$ cat config.mk
export PLATFORM = sky130hd
export DESIGN_NAME = pwm_multi_gen
export DESIGN_NICKNAME = d
export VERILOG_FILES = /design/src/rtl/pwm_pkg.sv /design/src/rtl/btn_debounce.sv /design/src/rtl/pwm_multi_gen.sv
export SDC_FILE = /design/constraint.sdc
export NUM_CORES = 1
export LEC_CHECK = 0
export ABC_CLOCK_PERIOD_IN_PS = 2800
export CAP_MARGIN = 20
export CELL_PAD_IN_SITES_DETAIL_PLACEMENT = 1
export CELL_PAD_IN_SITES_GLOBAL_PLACEMENT = 2
export CORE_ASPECT_RATIO = 0.75
export CORE_UTILIZATION = 41
export CTS_CLUSTER_DIAMETER = 80
export DETAILED_ROUTE_END_ITERATION = 10
export GPL_ROUTABILITY_DRIVEN = 0
export PLACE_DENSITY = 0.81
export SLEW_MARGIN = 10
export SYNTH_ARGS = -nofsm -noshare
export SYNTH_HDL_FRONTEND = slang
export SYNTH_SLANG_ARGS = --single-unit
$ cat constraint.sdc
create_clock -name CLK -period 2.8 [get_ports CLK]
set_input_delay 0.56 -clock CLK [delete_from_list [all_inputs] [get_ports CLK]]
set_output_delay 0.56 -clock CLK [all_outputs]
set_load 0.02 [all_outputs]
$ cat src/rtl/pwm_pkg.sv
// Shared defaults and duty-step arithmetic for the multi-channel PWM generator.
package pwm_pkg;

    localparam int unsigned DEF_WIDTH    = 5;
    localparam int unsigned DEF_CHANNELS = 2;
    localparam int unsigned DEF_PRESCALE = 11;
    localparam int unsigned DEF_DEB_BITS = 16;
    localparam int unsigned DUTY_MAX_W   = 16;

    typedef logic [DUTY_MAX_W-1:0] duty_word_t;

    // One duty step; callers truncate to their width, which yields modulo wrap when sat=0.
    function automatic duty_word_t sat_step(input duty_word_t duty, input logic up,
                                            input logic sat, input duty_word_t max_val);
        duty_word_t res;
        if (up) begin
            res = (sat && (duty == max_val)) ? duty : duty + duty_word_t'(1);
        end else begin
            res = (sat && (duty == '0)) ? duty : duty - duty_word_t'(1);
        end
        return res;
    endfunction

endpackage

$ cat src/rtl/btn_debounce.sv
// Push-button conditioner: 2-flop synchroniser, stability counter, debounced level with
// single-cycle rise/fall pulses.
module btn_debounce
    import pwm_pkg::*;
#(
    parameter int unsigned DEB_BITS = DEF_DEB_BITS
) (
    input  logic CLK,
    input  logic RST,
    input  logic btn_raw,
    output logic level,
    output logic rise,
    output logic fall
);

    logic [1:0]          sync_q, sync_d;
    logic [DEB_BITS-1:0] stab_q, stab_d;
    logic                level_q, level_d;
    logic                rise_q, rise_d;
    logic                fall_q, fall_d;

    // Counter runs only while the synced input disagrees with the accepted level.
    always_comb begin
        sync_d  = {sync_q[0], btn_raw};
        stab_d  = '0;
        level_d = level_q;
        rise_d  = 1'b0;
        fall_d  = 1'b0;
        if (sync_q[1] != level_q) begin
            if (&stab_q) begin
                level_d = sync_q[1];
                rise_d  = sync_q[1];
                fall_d  = ~sync_q[1];
            end else begin
                stab_d = stab_q + DEB_BITS'(1);
            end
        end
    end

    always_ff @(posedge CLK) begin
        if (RST) begin
            sync_q  <= '0;
            stab_q  <= '0;
            level_q <= 1'b0;
            rise_q  <= 1'b0;
            fall_q  <= 1'b0;
        end else begin
            sync_q  <= sync_d;
            stab_q  <= stab_d;
            level_q <= level_d;
            rise_q  <= rise_d;
            fall_q  <= fall_d;
        end
    end

    assign level = level_q;
    assign rise  = rise_q;
    assign fall  = fall_q;

endmodule

$ cat src/rtl/pwm_multi_gen.sv
// Multi-channel PWM generator: debounced buttons step per-channel duty and start/stop the
// generator; duty changes are shadowed and applied only at period boundaries.
module pwm_multi_gen
    import pwm_pkg::*;
#(
    parameter int unsigned WIDTH    = DEF_WIDTH,
    parameter int unsigned CHANNELS = DEF_CHANNELS,
    parameter int unsigned PRESCALE = DEF_PRESCALE,
    parameter int unsigned DEB_BITS = DEF_DEB_BITS,
    parameter int unsigned SATURATE = 1,
    localparam int unsigned SEL_W   = (CHANNELS > 1) ? $clog2(CHANNELS) : 1
) (
    input  logic                      CLK,
    input  logic                      RST,
    input  logic                      inc,
    input  logic                      dec,
    input  logic                      run_toggle,
    input  logic [SEL_W-1:0]          ch_sel,
    output logic [CHANNELS*WIDTH-1:0] duty_shadow,
    output logic [CHANNELS-1:0]       pwm,
    output logic                      period_start,
    output logic                      running
);

    localparam int unsigned DUTY_MAX = (32'd1 << WIDTH) - 32'd1;

    logic inc_lvl, inc_rise, inc_fall;
    logic dec_lvl, dec_rise, dec_fall;
    logic tgl_lvl, tgl_rise, tgl_fall;
    logic btn_unused;

    btn_debounce #(.DEB_BITS(DEB_BITS)) u_inc (
        .CLK(CLK), .RST(RST), .btn_raw(inc), .level(inc_lvl), .rise(inc_rise), .fall(inc_fall)
    );
    btn_debounce #(.DEB_BITS(DEB_BITS)) u_dec (
        .CLK(CLK), .RST(RST), .btn_raw(dec), .level(dec_lvl), .rise(dec_rise), .fall(dec_fall)
    );
    btn_debounce #(.DEB_BITS(DEB_BITS)) u_tgl (
        .CLK(CLK), .RST(RST), .btn_raw(run_toggle), .level(tgl_lvl), .rise(tgl_rise),
        .fall(tgl_fall)
    );

    assign btn_unused = ^{inc_lvl, inc_fall, dec_lvl, dec_fall, tgl_lvl, tgl_rise};

    logic [CHANNELS-1:0][WIDTH-1:0] shadow_q, shadow_d;
    logic [CHANNELS-1:0][WIDTH-1:0] active_q, active_d;
    logic [PRESCALE-1:0]            presc_q, presc_d;
    logic [WIDTH-1:0]               cnt_q, cnt_d;
    logic                           running_q, running_d;
    logic                           pstart_q, pstart_d;
    logic [CHANNELS-1:0]            pwm_q, pwm_d;
    logic                           tick, boundary;

    // A stop arriving in a tick cycle suppresses that tick, so a boundary stop never transfers.
    always_comb begin
        running_d = running_q ^ tgl_fall;
        tick      = running_q & running_d & (&presc_q);
        boundary  = tick & (&cnt_q);
        presc_d   = '0;
        cnt_d     = '0;
        if (running_q && running_d) begin
            presc_d = presc_q + PRESCALE'(1);
            cnt_d   = tick ? cnt_q + WIDTH'(1) : cnt_q;
        end
        active_d = boundary ? shadow_q : active_q;
        pstart_d = boundary;
        shadow_d = shadow_q;
        for (int unsigned i = 0; i < CHANNELS; i++) begin
            if ((inc_rise ^ dec_rise) && (32'(ch_sel) == i)) begin
                shadow_d[i] = WIDTH'(sat_step(DUTY_MAX_W'(shadow_q[i]), inc_rise,
                                              SATURATE != 0, DUTY_MAX_W'(DUTY_MAX)));
            end
        end
    end

    for (genvar g = 0; g < CHANNELS; g++) begin : g_cmp
        assign pwm_d[g] = running_q & (cnt_q < active_q[g]);
    end

    always_ff @(posedge CLK) begin
        if (RST) begin
            shadow_q  <= '0;
            active_q  <= '0;
            presc_q   <= '0;
            cnt_q     <= '0;
            running_q <= 1'b1;
            pstart_q  <= 1'b0;
            pwm_q     <= '0;
        end else begin
            shadow_q  <= shadow_d;
            active_q  <= active_d;
            presc_q   <= presc_d;
            cnt_q     <= cnt_d;
            running_q <= running_d;
            pstart_q  <= pstart_d;
            pwm_q     <= pwm_d;
        end
    end

    assign duty_shadow  = shadow_q;
    assign pwm          = pwm_q;
    assign period_start = pstart_q;
    assign running      = running_q;

endmodule
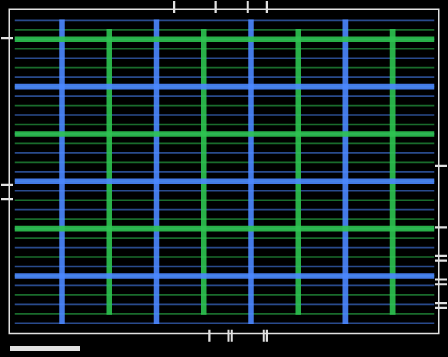
(images/pdn.png)
Bar = 20 µm. Pins as bars on the die edge.
VSS -> blue
VDD -> green
met5 straps = 6
met4 straps = 8

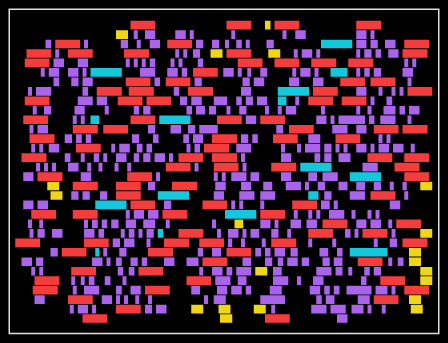
(images/cell_classes.png)
all other logic -> purple  # cells 377, share of their area 49%
clock drivers and dummy loads -> cyan  # cells 16, share of their area 6.2%
other buffers and delay cells -> yellow  # cells 20, share of their area 3.9%
flip-flops -> red  # cells 100, share of their area 41%
sequential share of cell area: 39.5%
final instance area: 5070 µm²
core box area: 10500 µm²
post-layout util: 48.3%
FP Rows: 32

==> results_slide.txt <==
Run Summary

Synth
  • Avg Inst Size Synth: 9.18 µm²
  • Seq cells post-synth: 100
  • Adder Share, Synth: 6.73%
  • Unique cell types: 47
  • Ys Warns: 0
  • Yosys aoi share: 7.84%
  • Multiplexer share: 1.78%
  • # Cells Yosys: 490
  • Post-synth EDFFs: 0
  • Top cell area share: 44.5%
  • Yosys stat area: 4500 µm²
  • Cell area after synthesis: 4500 µm²
  • Synth area leaders: dfxtp_1 (44%), nor2_1 (6.7%), xnor2_1 (6.2%), ha_1 (5.8%), xor2_1 (5.4%)
  • Syn Inst Count: 490
  • Sequential element share of the synthesized area: 44.5%

Power and ir drop
  • Combinational power share: 1.6%
  • P_clk: 1.25 mW
  • Main power group: registers
  • Net Sw Frac: 20.5%
  • Sequential-cell power consumption: 1.44 mW
  • Tot Pwr: 2.73 mW
  • Switching power: 0.560 mW
  • Sequential power share: 52.7%
  • Clock share of power: 45.7%

Finish
  • Logic area: 2330 µm²
  • Final-layout non-clock buffer area share: 3.80%
  • Final Non-Filler Cells: 649
  • Clock buf/inv share: 5.95%
  • # clk buffers: 11
  • Non-Clock Buffer Count: 20
  • # fillers: 1232
  • Register area: 2000 µm²
  • Area grow syn2layout: 12.6%
  • Top cell category: logic gates
  • Top flop regs: u_dec.stab_q x16, u_inc.stab_q x16, u_tgl.stab_q x16

Die
  • Die X: 123 µm
  • Starting Density: 42.9%
  • Die ar.: 11400 µm²
  • Well-Tap Cells: 136

GRT
  • GRT Total Usage: 17.7%
  • GR Overflow Total: 0
  • Antenna violations before repair: 0
  • Largest net degree at the start of global routing: 22
  • Global-route wire length before repair: 15.8 mm

CTS
  • Clk_lat worst skew: 0.34 ns
  • # hold bufs at CTS: 0
  • Max Buffers Root-to-Sink: 2
  • Clock root cell: clkbuf_16
  • H-tree levels: 3
  • Worst-path clk slew: 0.07 ns

Place
  • DP Worst Slack: 0.709 ns
  • DP Area: 4770 µm²

Critical path
  • Bufs and invs on worst path: 0
  • CP Class: flip-flop to flip-flop
  • R2r worst-path depth: 6
  • CP Launch Type: flip-flop
  • Max incr delay on CP: 0.50 ns
  • Crit-path slowest cell: nor4_4
  • Worst path arrival time: 2.32 ns

STA
  • TNS Setup: 0 ns
  • Worst slew pin tran: 0.743 ns
  • Min Hold Slack: 0.437 ns
  • Endpoints failing hold: 0
  • Fmax: 477 MHz

Job
  • Max-cap viol count: 0
  • Count of tool warnings: 26

Routing
  • Avg WL per Cell: 13.7 µm
  • Vias: 3254
  • WL met3: 180 µm
  • Final wirelength: 8.90 mm
  • DRC errors left: 0
  • Iteration-0 DRC Markers: 94
  • Wire length on met2: 4.03 mm

Outcome
  • Status: finished clean

Worst hold path
  • Hold Crit Depth: 1
  • Hold Path End: u_tgl.stab_q[0]
  • Min-delay src: u_tgl.stab_q[0]
[cell usage after synthesis (3+ instances only)]
library cell and count:
and3_1 13, a21o_1 10, ha_1 21, xnor2_1 32, or3_1 5, o21ai_0 7
dfxtp_1 100, clkbuf_1 5, nand4_1 7, and4_1 5, clkbuf_8 3, nand2b_1 12
nand2_1 37, nor2_1 80, a21oi_1 13, a21oi_2 11, nor2b_1 9, nor3_1 7
inv_1 20, mux2i_1 8, nand3_1 26, xor2_1 28
[routing by layer]
layer / vias to the layer above / global-route usage (%)
li1: 1677 / -
met1: 1546 / 23.5
met2: 22 / 27.9
met3: 9 / 4.25
met4: 0 / 6.33
met5: - / 0
[cells by family (layout without fill, tap and decap cells)]
family | count (synthesis) | in the layout
AND-OR/OR-AND | 51 | 51
XOR/XNOR | 60 | 60
adder cells (fa/ha/maj) | 23 | 23
buffers and inverters | 33 | 56
flip-flops | 100 | 100
multiplexers | 8 | 8
AND/OR/NAND/NOR | 215 | 215
[how the worst max path moves through the flow]
stage,start,end,slack [ns],cells after the start
2_1_floorplan,u_inc.rise,duty_shadow[9],0.98,7
3_3_place_gp,u_inc.rise,duty_shadow[9],0.77,7
3_5_place_dp,presc_q[0],active_q[7],0.71,6
4_1_cts,duty_shadow[5],duty_shadow[5],0.69,1
5_1_grt,presc_q[0],active_q[7],0.45,6
6_report,presc_q[0],active_q[7],0.70,6
[layout by cell type, fill, tap and decap left out, types with 8 or more instances in the layout]
cell	netlist	routed
a21o_1	10	10
a21oi_1	13	13
a21oi_2	11	11
and3_1	13	13
clkbuf_16	0	9
clkdlybuf4s50_1	0	18
dfxtp_1	100	100
ha_1	21	21
inv_1	20	20
mux2i_1	8	8
nand2_1	37	37
nand2b_1	12	12
nand3_1	26	26
nor2_1	80	80
nor2b_1	9	9
xnor2_1	32	32
xor2_1	28	28
Power figures rest on the tool's default switching activity, not on a simulated workload.
